run_1/met1.png
(8 px per um) Supply wires on this layer in gray. Cells faint in the background.
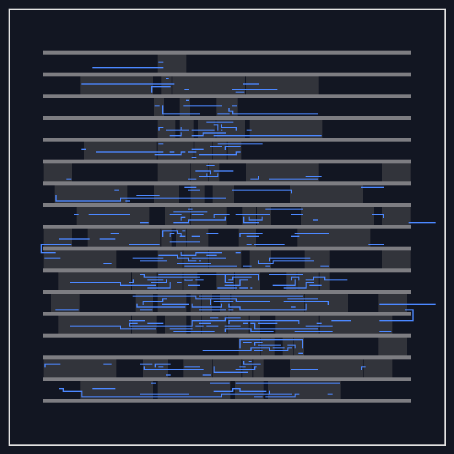
run_1/met2.png
(8 px per um)
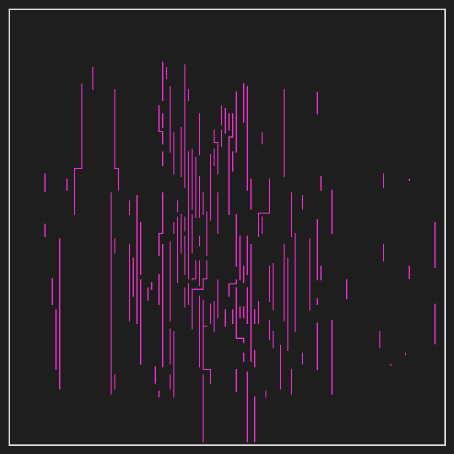
run_1/met3.png
(12 px per um) Cells faint in the background.
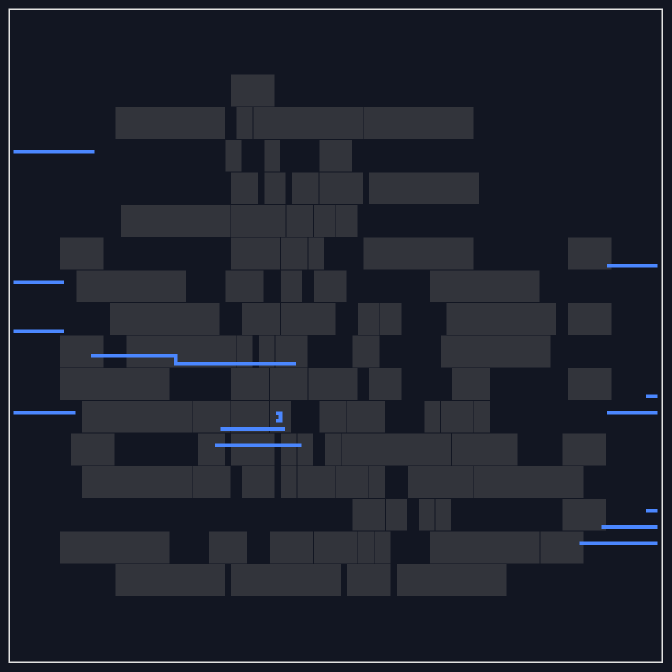
## config.mk

```make
export PLATFORM = sky130hd
export DESIGN_NAME = btn_conditioner_flat
export DESIGN_NICKNAME = d
export VERILOG_FILES = /design/src/rtl/btn_conditioner_if.sv /design/src/rtl/btn_conditioner.sv /design/src/flat_wrapper.sv
export SDC_FILE = /design/constraint.sdc
export NUM_CORES = 1
export LEC_CHECK = 0
export CAP_MARGIN = 10
export CORE_MARGIN = 4
export CORE_UTILIZATION = 45
export DETAILED_ROUTE_END_ITERATION = 16
export PLACE_DENSITY = 0.73
export SLEW_MARGIN = 5
export SYNTH_ARGS = -nofsm -noshare
export SYNTH_HDL_FRONTEND = slang
export SYNTH_SLANG_ARGS = --single-unit
```

## constraint.sdc

```tcl
create_clock -name clock -period 3.05 [get_ports clock]
set_clock_uncertainty 0.15 [all_clocks]
set_input_delay 0.4575 -clock clock [delete_from_list [all_inputs] [get_ports clock]]
set_output_delay 0.4575 -clock clock [all_outputs]
set_load 0.03 [all_outputs]
```

## src/rtl/btn_conditioner_if.sv

```systemverilog
// Button conditioner bus: raw buttons and enable in, clean press events out.
interface btn_conditioner_if;
  logic [2:0] btn_raw;
  logic       enable;
  logic [2:0] btn_pulse;
  logic [1:0] btn_code;
  logic       multi_press;
  logic       btn_held;

  modport master (
    output btn_raw,
    output enable,
    input  btn_pulse,
    input  btn_code,
    input  multi_press,
    input  btn_held
  );

  modport slave (
    input  btn_raw,
    input  enable,
    output btn_pulse,
    output btn_code,
    output multi_press,
    output btn_held
  );
endinterface

```

## src/rtl/btn_conditioner.sv

```systemverilog
// Synchronizes and debounces three raw push-buttons and turns each physical
// press into a single-cycle event (one-hot pulse or multi-press flag).
module btn_conditioner #(
  parameter int DEBOUNCE_CYCLES = 16
) (
  input  logic              clock,
  input  logic              reset,
  btn_conditioner_if.slave  bus
);

  localparam int CNT_W = (DEBOUNCE_CYCLES > 1) ? $clog2(DEBOUNCE_CYCLES) : 1;
  localparam logic [CNT_W-1:0] CNT_MAX = CNT_W'(DEBOUNCE_CYCLES - 1);

  typedef enum logic [1:0] {IDLE, DEB_PRESS, HELD, DEB_REL} state_t;

  // A press pattern with exactly one button down.
  function automatic logic is_one_hot(input logic [2:0] p);
    return (p == 3'b001) || (p == 3'b010) || (p == 3'b100);
  endfunction

  // Index of a one-hot press pattern.
  function automatic logic [1:0] encode(input logic [2:0] p);
    logic [1:0] idx;
    idx = 2'd0;
    if (p[1]) idx = 2'd1;
    if (p[2]) idx = 2'd2;
    return idx;
  endfunction

  logic [2:0]       sync1_q, sync1_d;
  logic [2:0]       sync2_q, sync2_d;
  logic [2:0]       pat_q, pat_d;
  logic [CNT_W-1:0] cnt_q, cnt_d;
  state_t           state_q, state_d;
  logic [2:0]       pulse_q, pulse_d;
  logic [1:0]       code_q, code_d;
  logic             multi_q, multi_d;
  logic             held_q, held_d;

  // Next-state logic: synchronizer shift, debounce FSM and registered event outputs.
  always_comb begin
    sync1_d = bus.btn_raw;
    sync2_d = sync1_q;
    pat_d   = pat_q;
    cnt_d   = cnt_q;
    state_d = state_q;
    pulse_d = 3'b000;
    code_d  = code_q;
    multi_d = 1'b0;
    case (state_q)
      IDLE: begin
        if (sync2_q != 3'b000) begin
          pat_d   = sync2_q;
          cnt_d   = '0;
          state_d = DEB_PRESS;
        end
      end
      DEB_PRESS: begin
        if (sync2_q != pat_q) begin
          state_d = IDLE;
        end else if (cnt_q == CNT_MAX) begin
          state_d = HELD;
          // enable only matters at the moment the press is accepted
          if (bus.enable) begin
            if (is_one_hot(pat_q)) begin
              pulse_d = pat_q;
              code_d  = encode(pat_q);
            end else begin
              multi_d = 1'b1;
            end
          end
        end else begin
          cnt_d = cnt_q + CNT_W'(1);
        end
      end
      HELD: begin
        // pattern changes while held never re-trigger; only full release counts
        if (sync2_q == 3'b000) begin
          cnt_d   = '0;
          state_d = DEB_REL;
        end
      end
      DEB_REL: begin
        if (sync2_q != 3'b000) begin
          state_d = HELD;
        end else if (cnt_q == CNT_MAX) begin
          state_d = IDLE;
        end else begin
          cnt_d = cnt_q + CNT_W'(1);
        end
      end
      default: state_d = IDLE;
    endcase
    held_d = (state_d == HELD) || (state_d == DEB_REL);
  end

  // State and output registers, cleared asynchronously.
  always_ff @(posedge clock or negedge reset) begin
    if (!reset) begin
      sync1_q <= 3'b000;
      sync2_q <= 3'b000;
      pat_q   <= 3'b000;
      cnt_q   <= '0;
      state_q <= IDLE;
      pulse_q <= 3'b000;
      code_q  <= 2'b00;
      multi_q <= 1'b0;
      held_q  <= 1'b0;
    end else begin
      sync1_q <= sync1_d;
      sync2_q <= sync2_d;
      pat_q   <= pat_d;
      cnt_q   <= cnt_d;
      state_q <= state_d;
      pulse_q <= pulse_d;
      code_q  <= code_d;
      multi_q <= multi_d;
      held_q  <= held_d;
    end
  end

  assign bus.btn_pulse   = pulse_q;
  assign bus.btn_code    = code_q;
  assign bus.multi_press = multi_q;
  assign bus.btn_held    = held_q;

endmodule

```

## src/flat_wrapper.sv

```systemverilog
// flat-port wrapper written by rule: the top's interface ports become plain ports
module btn_conditioner_flat 
#(
  parameter int DEBOUNCE_CYCLES = 16
)
  (clock, reset, bus_btn_raw, bus_enable, bus_btn_pulse, bus_btn_code, bus_multi_press, bus_btn_held);
  btn_conditioner_if bus_i ();
  input  logic clock;
  input  logic reset;
  input wire logic [$bits(bus_i.btn_raw)-1:0] bus_btn_raw;
  input wire logic [$bits(bus_i.enable)-1:0] bus_enable;
  output wire logic [$bits(bus_i.btn_pulse)-1:0] bus_btn_pulse;
  output wire logic [$bits(bus_i.btn_code)-1:0] bus_btn_code;
  output wire logic [$bits(bus_i.multi_press)-1:0] bus_multi_press;
  output wire logic [$bits(bus_i.btn_held)-1:0] bus_btn_held;
  assign bus_i.btn_raw = bus_btn_raw;
  assign bus_i.enable = bus_enable;
  assign bus_btn_pulse = bus_i.btn_pulse;
  assign bus_btn_code = bus_i.btn_code;
  assign bus_multi_press = bus_i.multi_press;
  assign bus_btn_held = bus_i.btn_held;
  btn_conditioner #(.DEBOUNCE_CYCLES(DEBOUNCE_CYCLES)) u_core (.clock(clock), .reset(reset), .bus(bus_i));
endmodule
```

==> summary.txt, run 1 <==
Status of the implementation.

- The area share of fa/ha/maj cells after synthesis is 1.30%, for reference.
- The number of ordinary inverters in the final layout is 5, for reference.
- The number of clock buffers in the layout is 3, for reference.
- The average cell area after synthesis is 11.5 um2, for reference.
- Compared with the post-synthesis result, the final layout area differs by 15.7%.
- The number of buffers added to fix hold violations after cts is 0, for reference.
- The internal power of the cells totals a little over 500 uW.
- The distinct cell type count after synthesis is 35, for reference.
- The final count of negative-setup-slack endpoints is 0, for reference.
- The post-CTS setup-driven buffer insertion count is 0, for reference.
- The library cell contributing the largest single delay on the critical path is or4_4, for reference.
- Summing the areas of all xor and xnor instances in the mapped netlist gives 3.63% of the synthesized area.
- For this run, the script counts the antenna cells in the layout as 0.
- The cell type taking the most area is registers, for reference.
- In this run, post-CTS repair resized a total of 0 instances.
- Cells with a size suffix above 1 make up 9.57% of the layout.
- The worst register-to-register path has a depth of 5.
- The count of flip-flops with a built-in enable after synthesis is 0, for reference.
- In this design, the largest share of critical-path delay is due to simple AND/OR/NAND/NOR gates.
- For reference, the top cells by count after synthesis are dfrtp_1 (22), nand2_1 (6), nor2_1 (6).
- The report lists the number of standard-cell rows as 16.
- The initial cell density of the core is 48.2%, for reference.
- The number of detailed-routing iterations run before antenna repair is 4, for reference.
- Looking at the worst setup and hold paths, the clock pins of their registers show a slew of 0.11 ns.
- The number of standard cells in the final layout excluding fillers is 121, for reference.
- The portion of total power attributed to combinational logic is between 20% and 30%, for reference.
- The highest clock rate this design can be run at is 439 MHz.
- The post-detailed-route via-to-cell ratio is 5.40, for reference.
- The final-report hold violation count is 0, for reference.
- The data arrival time reported for the critical path is 2.34 ns.
- The number of placed cells counting well taps is 118, for reference.
- Once layout is complete, the utilization of the core stands at 55.8%.
- The well-tap cell count is 27, for reference.
- Setup repair after global routing left no endpoint under its margin.
- In this run switching power makes up 36.1% of total power.
- The fraction of the yosys area taken by sequential cells is 57.1%, for reference.
- Yosys reported a register bit count of 22.
- The count of buffers from port buffering is 12, for reference.
- The fraction of cell area in sequential cells is reported as 49.3%.
- Buffers inserted during clock tree synthesis total 3.
- The worst hold path begins at u_core.sync1_q[1].
- Across all stage logs, warnings added up to 26.
- Warnings reported by Yosys during synthesis add up to 0.
- The final antenna-violating net count is 0, for reference.
- The cell area after placement is 1090 um2, for reference.
- In the Yosys report the total cell count is 84.
- Global routing used 12.3% of the available tracks.
- Non-clock buffers make up between 10% and 20% of the layout cell area.
- At the pin with the least slew margin, the transition time is ~0.9 ns.
- The analysis attributes to net switching a power of 292 uW.
- The flow ran to the end, and the final reports show no timing, DRC or antenna violations.
- The completed layout was analyzed and its total power is 809 uW.
- Per the layout report, the design carries 12 non-clock buffers.
- The H-tree depth is 1, for reference.
- The worst hold path depth is 0, for reference.
- The DRC violation count after routing is 0, for reference.
- The classification of the worst setup path is reg -> reg, for reference.
- The critical path buffer and inverter count is 0, for reference.
- The maximum buffer depth of the clock tree is 2, for reference.
- At the later pin of the worst-skew pair, clock insertion delay measures 0.29 ns.
- The most area-hungry cell type in the Yosys netlist is dfrtp_1, for reference.
- The met3 wire length is 69 um, for reference.
- The worst path uses 74.8% of the clock period.
- The combined area of the multi-input logic cells is between 300 and 400 um2, for reference.
- Checking max transition, the worst relative margin is 38.7%.
Back to the opening pictures, met1.png:
wire length on this layer = 706 um
share of all routed wire = 47%
longest straight run = 17.5 um
nets with wire on the layer = 91
GR met1 Demand/Resource: 15.1%
Final Routed Wirelength: 1490 um
vias after detailed routing: 653

Back to the opening pictures, met2.png:
nets with wire on the layer = 86
main direction = vertical
wire length on this layer = 698 um
share of all routed wire = 47%
met2 capacity usage during global routing: 19.7%

Back to the opening pictures, met3.png:
nets with wire on the layer = 13
share of all routed wire = 4.7%
longest straight run = 9.90 um
main direction = horizontal
wire length on this layer = 69.4 um
grt met3 use: 3.27%

[run 1: flip-flops by register name (all words and copies together) (netlist names)]
name	flops
u_core.bus.btn_pulse	3
u_core.bus.btn_code	2
u_core.bus.multi_press	1
u_core.pat_q	3
u_core.sync1_q	3
u_core.state_q	2
u_core.sync2_q	3
u_core.bus.btn_held	1
u_core.cnt_q	4
[run 1: placed cells by master (no fill, tap or decap), types with 3 or more instances in the layout]
master	netlist	routed
a22o_1	3	3
nand2_1	6	6
clkbuf_4	0	3
nor2_1	6	6
inv_1	5	5
o21ai_0	3	3
xor2_1	3	3
clkdlybuf4s50_1	0	12
dfrtp_1	22	22
[run 1: worst max-delay path by stage]
| stage | start | to | slack (ns) | depth (start not counted) |
|---|---|---|---|---|
| after floorplan | u_core.cnt_q[0] | u_core.bus.btn_code[1] | 0.91 | 6 |
| after global placement | u_core.cnt_q[0] | u_core.bus.btn_code[1] | 0.85 | 5 |
| after detailed placement | u_core.cnt_q[0] | u_core.bus.btn_code[1] | 0.76 | 5 |
| after CTS | u_core.cnt_q[0] | u_core.bus.btn_code[1] | 0.76 | 5 |
| after global routing | u_core.cnt_q[0] | u_core.bus.btn_code[1] | 0.67 | 5 |
| final | u_core.cnt_q[0] | u_core.bus.btn_code[1] | 0.77 | 5 |
[run 1: cells by family (layout without fill, tap and decap cells)]
group | after synthesis | in the layout
simple gates | 27 | 27
flops | 22 | 22
compound gates | 17 | 17
buf+inv | 10 | 20
xor+xnor | 4 | 4
mux | 3 | 3
fa+ha+maj | 1 | 1
[run 1: power by group through the flow]
stage,clock (uW),sequential [uW],combinational (uW)
CTS,131,448,242
global placement,0,452,234
global route,144,463,271
floorplan,0,386,262
finish,123,449,237
detailed placement,0,453,242
run_1/clock_map.png
(4 px per um)
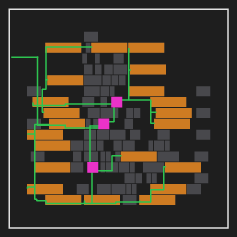

## Run 2: what changed since run 1
--- a/config.mk
+++ b/config.mk
@@ -9,7 +9,7 @@
 export CORE_MARGIN = 4
 export CORE_UTILIZATION = 45
 export DETAILED_ROUTE_END_ITERATION = 16
-export PLACE_DENSITY = 0.73
+export PLACE_DENSITY = 0.76
 export SLEW_MARGIN = 5
 export SYNTH_ARGS = -nofsm -noshare
 export SYNTH_HDL_FRONTEND = slang
==> constraint.sdc (replaced) <==
create_clock -name clock -period 1.9 [get_ports clock]
set_clock_uncertainty 0.15 [all_clocks]
set_input_delay 0.285 -clock clock [delete_from_list [all_inputs] [get_ports clock]]
set_output_delay 0.285 -clock clock [all_outputs]
set_load 0.03 [all_outputs]
run_2/clock_map.png
(4 px per um)
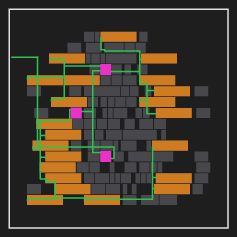
green -> clock wires  # length 257 um
magenta -> cells driving clock nets  # count 3
orange -> flip-flops  # count 22
routed clock nets = 4
clock group power: 257 uW
Clock Latency Late Sink: 0.31 ns

==> run 2 against run 1 <==
Compared with the run above:
- the flow now finishes with violations (setup timing)
- synthesized area did not move
- critical path type unchanged
- cell count rose by 16%
- combinational power rose to 3.2 times the previous value
- maximum frequency rose by 10%
- largest cell class unchanged
- global-route usage rose by 4.2 points
- highest routed layer unchanged
- clock-buffer cell count rose by 1
- total power rose by 100%
- via count rose by 14%
- die area did not move
- clock power rose by 110%
- non-clock buffer count rose by 18
==> summary.txt, run 2 <==
Status of the implementation.

- The cell row count is 16 (unchanged), for reference.
- Sorting the synthesized cells by how often they occur yields dfrtp_1 (22), nand2_1 (6), nor2_1 (6).
- The clock input transition at the sequential cells of the worst setup and hold paths was 0.12 ns (about the same).
- The checks that failed: setup timing.
- The arrival time reported for the critical path endpoint is 2.12 ns (-0.22 ns).
- The slack of the critical path is -0.164 ns, for reference.
- The number of detailed-routing iterations run before antenna repair came to 4 (unchanged).
- The transition time at the pin with the least slew margin was 0.616 ns (-0.300 ns).
- The headroom to the max-slew limit is 58.4% (+20 points), for reference.
- The classification of the worst setup path is reg -> reg, for reference.
- The count of buffers from port buffering came to 12 (unchanged).
- The synthesis-stage register bit count is 22 (unchanged), for reference.
- The final-report hold violation count is 0 (unchanged), for reference.
- The library cell used most frequently in the layout, excluding fill and tap cells, is dfrtp_1.
- The distinct cell type count after synthesis came to 35 (unchanged).
- The maximum buffer depth of the clock tree is 2 (unchanged), for reference.
- The share of post-route cells with drive strength above 1 is 30.1% (+21 points), for reference.
- Leaving out fill and tap cells, the most frequent cells in the layout are dfrtp_1 (22), buf_4 (18), clkdlybuf4s50_1 (12).
- The final count of negative-setup-slack endpoints is 9 (+9), for reference.
- The aggregate global-route resource usage is 16.5% (+4.2 points), for reference.
- The count of flip-flops with a built-in enable after synthesis came to 0 (unchanged).
- Setup repair after global routing could not meet its margin everywhere.
- The share of the core filled with cells in the final layout is 66.1% (+10 points), for reference.
- The H-tree depth is 1 (unchanged), for reference.
- The number of buffers created by CTS was 3 (unchanged).
- The slowest stage of the critical path is the o311ai_0 cell.
- The fmax is 484 MHz (+10%).
- The met3 routing resource usage after global routing came to 3.54% (+0.27 points).
- The routing usage on met2 is 27.5% (+7.8 points), for reference.
- The number of flip-flops in the largest register came to 4 (unchanged).
- The average cell area after synthesis was 11.5 um2 (unchanged).
- The cell area after placement came to 1220 um2 (+12%).
- The met3 wire length came to 86 um (+25%).
- The global-route track usage on met1 was 19.1% (+4.0 points).
- The flow ran to the end, but the final reports show violations.
- The yosys cell count is 84 (unchanged).
- The number of inserted diodes is 0 (unchanged), for reference.
- The number of standard cells in the final layout excluding fillers is 140 (+16%).
- The final antenna-violating net count came to 0 (unchanged).
- Looking at area per cell type in the netlist, the leader is dfrtp_1.
- The yosys synthesis warning count came to 0 (unchanged).
- The fraction of the yosys area taken by sequential cells was 57.1% (unchanged).
run_2/met3.png
(12 px per um) Cells faint in the background.
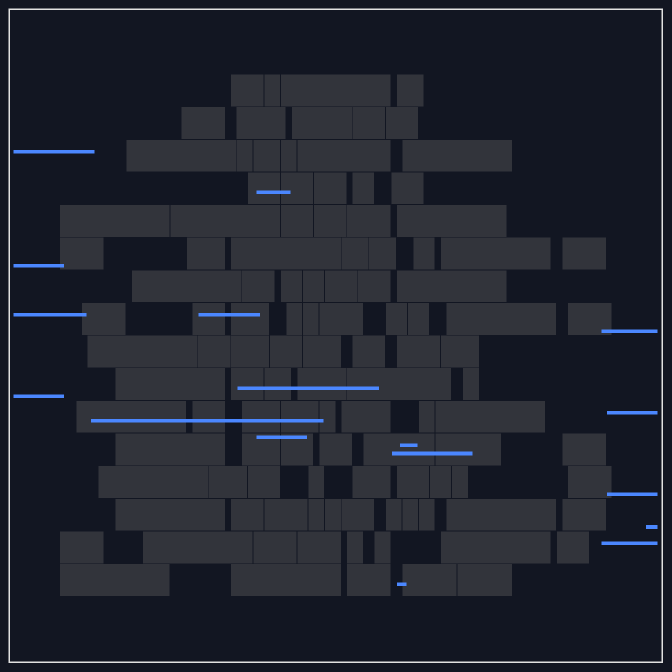
nets with wire on the layer = 13
share of all routed wire = 4.4%
vias after detailed routing: 745
Final Routed Wirelength: 1960 um

==> run 2: final cells by class <==
type	instances	area, um2
Tap cell	27	33.8
Inverter	5	18.8
Timing Repair Buffer	30	255
Clock buffer	4	36.3
Sequential cell	22	551
Multi-Input combinational cell	52	429
Fill cell	136	678
==> run 2: final timing paths <==
| check | from | to | slack, ns | cells past startpoint |
|---|---|---|---|---|
| min | reset | u_core.bus.multi_press | 0.16 | 2 |
| max reg2reg | u_core.sync2_q[0] | u_core.cnt_q[3] | -0.16 | 4 |
| min reg2reg | u_core.sync1_q[0] | u_core.sync2_q[0] | 0.22 | 0 |
| min in group clock | u_core.sync1_q[0] | u_core.sync2_q[0] | 0.22 | 0 |
| max | u_core.sync2_q[0] | u_core.cnt_q[3] | -0.16 | 4 |
| max in group asynchronous | reset | u_core.sync1_q[2] | 1.23 | 2 |
==> run 2: worst max-delay path, delay by kind of cell (launching register included) <==
family           cells  cell delay, ns
AND-OR/OR-AND        2            0.98
XOR/XNOR             1            0.18
AND/OR/NAND/NOR      1            0.25
flip-flops           1            0.40
==> run 2: power by group <==
group | leakage, uW | switching [uW] | internal [uW]
logic | 0.000291 | 376 | 373
registers | 0.000277 | 72.5 | 554
clock network | 0.0000210 | 140 | 117
==> run 2: cells by family after synthesis <==
kind of cell | after synthesis | share of synthesized area, %
AOI/OAI and AO/OA | 17 | 12.8
and+or+nand+nor | 27 | 17.4
muxes | 3 | 3.24
adders and majority gates | 1 | 1.30
buffers and inverters | 10 | 4.54
DFF | 22 | 57.1
xor gates and xnor gates | 4 | 3.63
==> run 2: what timing repair did <==
action / CTS / global route
endpoints found under the setup margin: 7 / 9
resized: 5 / 3
pin swaps: 3 / 1
buffers inserted: 1 / 0
## Run 3: what changed since run 2
--- a/config.mk
+++ b/config.mk
@@ -5,7 +5,7 @@
 export SDC_FILE = /design/constraint.sdc
 export NUM_CORES = 1
 export LEC_CHECK = 0
-export CAP_MARGIN = 10
+export CAP_MARGIN = 0
 export CORE_MARGIN = 4
 export CORE_UTILIZATION = 45
 export DETAILED_ROUTE_END_ITERATION = 16
run_3/clock_map.png
(4 px per um)
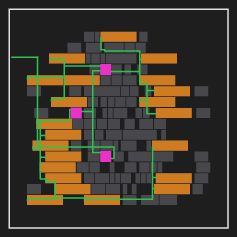
green -> clock wires  # length 257 um
magenta -> cells driving clock nets  # count 3
orange -> flip-flops  # count 22
routed clock nets = 4
fraction of power consumed by the clock network: 15.8%

run_3/met1.png
(8 px per um) Supply wires on this layer in gray. Cells faint in the background.
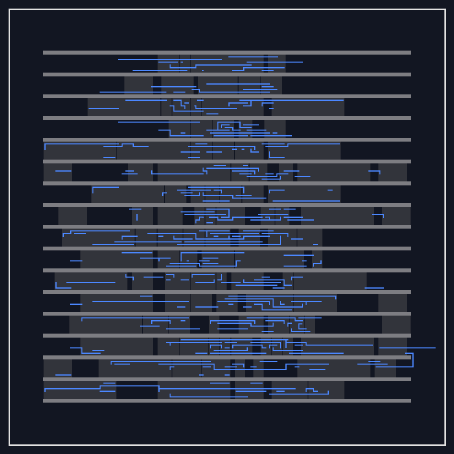
wire length on this layer = 878 um
nets with wire on the layer = 107
GR met1 Demand/Resource: 19.1%

==> run 3 against run 2 <==
Compared with the run above:
- worst setup slack did not move
- critical endpoint unchanged
- non-clock buffer count unchanged
- largest cell class unchanged
- global-route usage did not move
- critical path type unchanged
- critical path depth is the same
- the flow still finishes with violations (setup timing)
- highest routed layer unchanged
==> summary.txt, run 3 <==
Status of the implementation.

- The yosys cell count is 84 (unchanged), for reference.
- The number of logic stages on the critical path including buffering is 4 (unchanged), for reference.
- The arrival time reported for the critical path endpoint came to 2.12 ns (about the same).
- The count of flip-flops with a built-in enable after synthesis is 0 (unchanged), for reference.
- The number of buffers added to fix hold violations after cts is 0, for reference.
- The count of plain and timing-repair buffers in the layout is 30 (unchanged), for reference.
- The storage element area is 551 um2 (unchanged), for reference.
- The clock input transition at the sequential cells of the worst setup and hold paths is 0.12 ns (about the same), for reference.
- The clock buffer and inverter area fraction after layout is 2.74% (unchanged), for reference.
- The average cell area after synthesis came to 11.5 um2 (unchanged).
- The routability congestion estimate is 0.814, for reference.
- The combined area of the multi-input logic cells is 429 um2 (unchanged), for reference.
- The flop share of the area is 41.6% (unchanged), for reference.
- The overall routed net length is 1960 um (unchanged), for reference.
- The total via count after detailed routing is 745 (unchanged).
- Ranking logic cells in the layout by count gives the top entries dfrtp_1 (22), buf_4 (18), clkdlybuf4s50_1 (12).
- The flow ran to the end, but the final reports show violations.
- The minimum setup slack after placement is -0.161 ns, for reference.
- The transition time at the pin with the least slew margin was 0.616 ns (unchanged).
- The number of inserted diodes is 0 (unchanged), for reference.
- The share of the core area taken by cells at floorplan is 48.2%.
- The fmax was 484 MHz (unchanged).
- The number of ordinary inverters in the final layout came to 5 (unchanged).
- The H-tree depth is 1 (unchanged).
- The yosys synthesis warning count is 0 (unchanged), for reference.
- Setup repair after global routing could not meet its margin everywhere.
- The worst-skew pair later-pin latency is 0.31 ns (about the same), for reference.
- The post-synth area from yosys stat is ~960 um2, for reference.
- The final-report hold violation count is 0 (unchanged), for reference.
- 13 I/O pins were placed.
- The classification of the worst setup path is reg -> reg, for reference.
- The checks that failed: setup timing.
- The filler cell count is 136 (unchanged), for reference.
- The number of flip-flops in the largest register is 4 (unchanged), for reference.
- The number of buffers created by CTS came to 3 (unchanged).
- The power report puts the leakage power at just under 0.0006 uW.
- The count of buffers from port buffering is 12 (unchanged).
- The synthesis-stage register bit count came to 22 (unchanged).
- The count of sequential standard cells is 22 (unchanged), for reference.
- Looking at area per cell type in the netlist, the leader is dfrtp_1.
- The maximum buffer depth of the clock tree was 2 (unchanged).
- The final-layout non-clock buffer area share is 19.3% (unchanged), for reference.
- The TritonCTS clock tree is yes, for reference.
- The combinational gate count is 52 (unchanged), for reference.
- The share of post-route cells with drive strength above 1 is 30.1% (unchanged), for reference.
- The number of standard cells in the final layout excluding fillers is 140 (unchanged), for reference.
- The synthesized netlist occupies a cell area of 965 um2.
- The cell area after placement is 1220 um2 (unchanged), for reference.
- Counting pins that exceed their max-slew limit in the final report gives 0.
- The cell row count was 16 (unchanged).
- The fraction of the yosys area taken by sequential cells is 57.1% (unchanged), for reference.
- The number of clock buffers in the layout is 4 (unchanged), for reference.
- The number of nets in the synthesized netlist is about 90, for reference.
- The well-tap cell count is 27 (unchanged), for reference.
- The number of violations of the max-capacitance limit is 0, for reference.
- The final count of negative-setup-slack endpoints was 9 (unchanged).
- The logic share of the area was 32.4% (unchanged).
- The headroom to the max-slew limit is 58.4% (unchanged), for reference.
- After detailed routing, the average wire length per cell comes to 14.0 um.
- The slack of the critical path came to -0.164 ns (unchanged).
- Summed over all layers, the global routing overflow is 0.
- The cell count of the worst reg-to-reg path is 4 (unchanged), for reference.
- The aggregate global-route resource usage came to 16.5% (unchanged).
- The library cell contributing the largest single delay on the critical path is o311ai_0, for reference.
- By area, the class that comes first in the final layout consists of registers.
- The critical path buffer and inverter count is 0 (unchanged).
- After synthesis, the largest area contributor takes up 57.1% of total cell area.
- The share of the core filled with cells in the final layout is 66.1% (unchanged), for reference.
- The final antenna-violating net count is 0 (unchanged), for reference.
- The dominant logic cell type in the layout is dfrtp_1, for reference.
- The number of detailed-routing iterations run before antenna repair is 4 (unchanged), for reference.
- The cell type group with the largest total delay on the critical path is AND-OR/OR-AND gates, for reference.
- The distinct cell type count after synthesis is 35 (unchanged), for reference.
- By count the netlist is led by dfrtp_1 (22), nand2_1 (6), nor2_1 (6).
==> run 3: metrics by stage <==
| step | power (uW) | TNS [ns] |
|---|---|---|
| after global routing | 1750 | -1.39 |
| after global placement | 1280 | -0.363 |
| after CTS | 1580 | -0.336 |
| final | 1630 | -0.702 |
| after floorplan | 1050 | -0.658 |
| after detailed placement | 1310 | -0.724 |
==> run 3: cell families after synthesis <==
| family | Yosys count | share of synthesized area, % |
|---|---|---|
| and+or+nand+nor | 27 | 17.4 |
| DFF | 22 | 57.1 |
| AOI/OAI and AO/OA | 17 | 12.8 |
| buffers and inverters | 10 | 4.54 |
| xor gates and xnor gates | 4 | 3.63 |
| muxes | 3 | 3.24 |
| adders and majority gates | 1 | 1.30 |
==> run 3: timing repair <==
item / 4_1_cts / 5_1_grt
cloned: 0 / 0
endpoints found under the setup margin: 7 / 9
setup buffers: 1 / 0
pin swaps: 3 / 1
gates resized: 5 / 3
==> run 3: where the power goes <==
group | switching [uW] | leakage, uW | internal, uW
clock network | 140 | 0.0000210 | 117
logic | 376 | 0.000291 | 373
registers | 72.5 | 0.000277 | 554
==> run 3: routing by layer <==
layer / routed length (um) / vias up / GRT usage [%]
met5: 0 / - / 0
met2: 943 / 19 / 27.5
met1: 877 / 365 / 19.1
li1: - / 354 / -
met4: 54 / 0 / 10.4
met3: 86 / 7 / 3.54
==> run 3: worst paths after layout <==
check / startpoint / endpoint / slack [ns]
min in group clock: u_core.sync1_q[0] / u_core.sync2_q[0] / 0.22
worst max-delay path: u_core.sync2_q[0] / u_core.cnt_q[3] / -0.16
worst min-delay path: reset / u_core.bus.multi_press / 0.16
worst min register to register: u_core.sync1_q[0] / u_core.sync2_q[0] / 0.22
worst max register to register: u_core.sync2_q[0] / u_core.cnt_q[3] / -0.16
max in group asynchronous: reset / u_core.sync1_q[2] / 1.23
No activity file was given, so power comes from the tool's default toggle rates.
